**M1 wires**

Bar = 20 µm. Supply wires on this layer in grey.
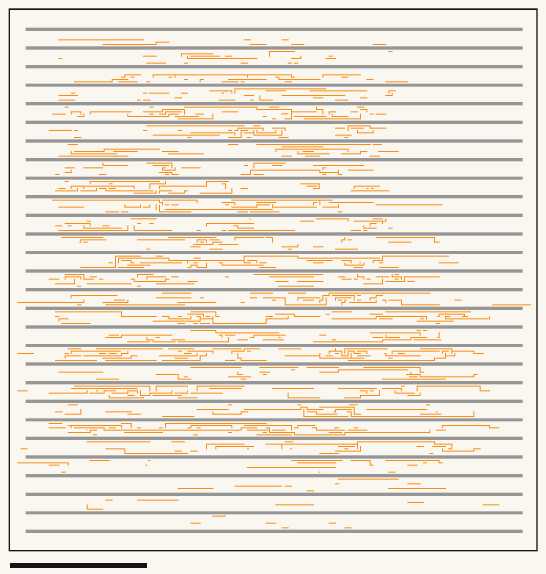
**Metal 2**

Bar = 20 µm.
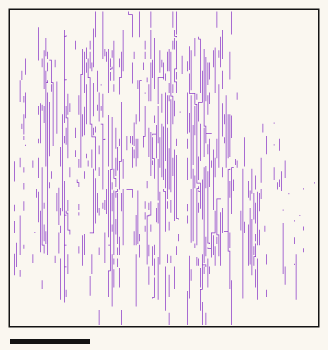
**Met3 routing**

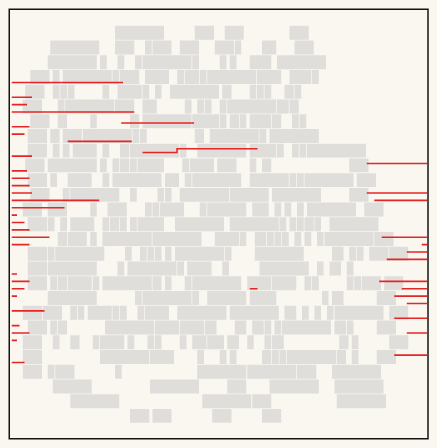
**Routed clock nets over the placement**

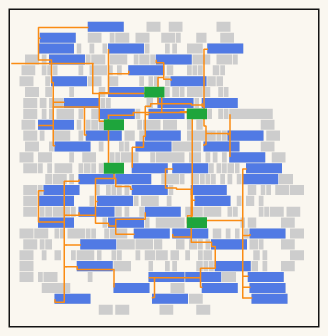
Design serial_subtract_sequencer, sky130hd; sources not shown.
==> impl_metrics.tcl <==
# collected from the flow reports
set metrics [dict create \
    path_clk_slew_ns 0.10 \
    taps 72 \
    seq_area_mm2 0.001401 \
    worst_pin_slew_ns 0.5743 \
    pre_cts_ws_ns 0.4053 \
    seq_share_pct 42.73 \
    ant_nets 0 \
    vdd_drop_max_mv 0.3747 \
    comb-cell-share_pct 28.77 \
    gr-total-overflow 0 \
    worst_hold_slack_ns 0.3503 \
    port_buffers 56 \
    ff2ff_path_depth 11 \
    grt_setup_unrepaired "no" \
    timing.fmax_mhz 375.7 \
    layout-area-overhead-vs-synth_pct 26.56 \
    largestClassByArea "sequential cells" \
    final.fill_count 485 \
    logic_gate_count 164 \
    p_int_uw 2059 \
    numSynthFlops 56 \
    clockBufferDepth 2 \
    placedCellCount 386 \
    ys_sh_simple_pct 18.06 \
    synthAoiAreaFrac_pct 13.95 \
    mux_share_pct 0 \
    setup_ws_ns 0.3684 \
    path_max_fanout 3 \
    edf_count 0 \
    die_x_um 77 \
    ys_cells 266 \
    cts_resized 0 \
    grt_pass1_wl_mm 8.583 \
    p_clk_uw 476 \
    fin_tns_setup_ns 0 \
    critical-path-slowest-cell "fa_1" \
    end_kind "flop" \
    mostFrequentLayoutCell "nand2_1" \
    gp_congestion 0.7786 \
    power_uw 3405 \
    numCtsBuffers 5 \
    floorplan.core_util_pct 48.55 \
    drive_gt1_share_pct 11.49 \
    arrival_ns 2.90 \
    top_layer "met4" \
    grt.total_usage_pct 17.70 \
    postCtsHoldBufs 0 \
    crit_buf_inv 2 \
    lay_top_cells "nand2_1, dfrtp_1, clkdlybuf4s50_1, inv_1, o211ai_2" \
    cts_sinks 56 \
    die_area_mm2 0.006083 \
    hold_violations 0 \
    top_logic_kind "simple AND/OR/NAND/NOR gates" \
    fin_util_pct 61.44 \
    p_clk_share_pct 14.0 \
    syn_nets 308 \
    cpLargestDelayFamily "adder cells" \
    worst-setup-path-type "reg -> reg" \
    design.core.area_mm2 0.005338 \
    htreeDepth 2 \
    grt_pass1_vias 1863 \
    logic_area_um2 943.4 \
    path_common_cell "fa_1" \
    async_flop_share_pct 100.0 \
    yosysWarnings 0 \
    cts_tree "yes" \
    synthFlopType "dfrtp_1" \
    avgSynthCellArea_um2 9.741 \
    post_drt_wl_per_cell_um 13.00 \
    top_power_group "combinational cells" \
    synthesis.area_mm2 0.002591 \
    setup_viol 0 \
    status "completed" \
    ios 57 \
    slew-limit-headroom_pct 61.66 \
    top_cells_by_count "nand2_1, dfrtp_1, inv_1" \
    ff_count 56 \
    warnings 27 \
    dr.pass1.iters 4 \
    design_area_mm2 0.003279 \
    drt_iter0_drc 104 \
    drc 0 \
    p_sw_share_pct 39.54 \
    power_switching_uw 1346 \
    diodes 0 \
    die_y_um 79 \
    powerDensity_mw_per_mm2 1038 \
    ys_seq_share_pct 54.08 \
    fp-row-count 27 \
    yosysTopAreaCell "dfrtp_1" \
    power_frac_seq_pct 37.0 \
    cts_setup_buffers 0 \
    ys_area_mm2 0.002591 \
]
-- 'M1 wires' (at the start) --
wire length on this layer: 2230 µm
nets with wire on the layer: 307
share of all routed wire: 44%
total routed wirelength: 5.121 mm
GR met1 Demand/Resource: 23.35%
Via Count: 1916

-- 'metal 2' (at the start) --
share of all routed wire: 51%
main direction: vertical
nets with wire on the layer: 298
met2 usage: 30.26%

-- 'met3 routing' (at the start) --
main direction: horizontal
longest straight run: 22.3 µm
share of all routed wire: 5.1%
met3 Use GR: 3.750%

-- 'routed clock nets over the placement' (at the start) --
[orange] clock wires | length: 575 µm
[green] clock-net drivers | count: 5
[blue] flip-flops | count: 56
flops lie: all over the die
clk ins delay skew pair: 0.31 ns
Final Skew: 0.01080 ns

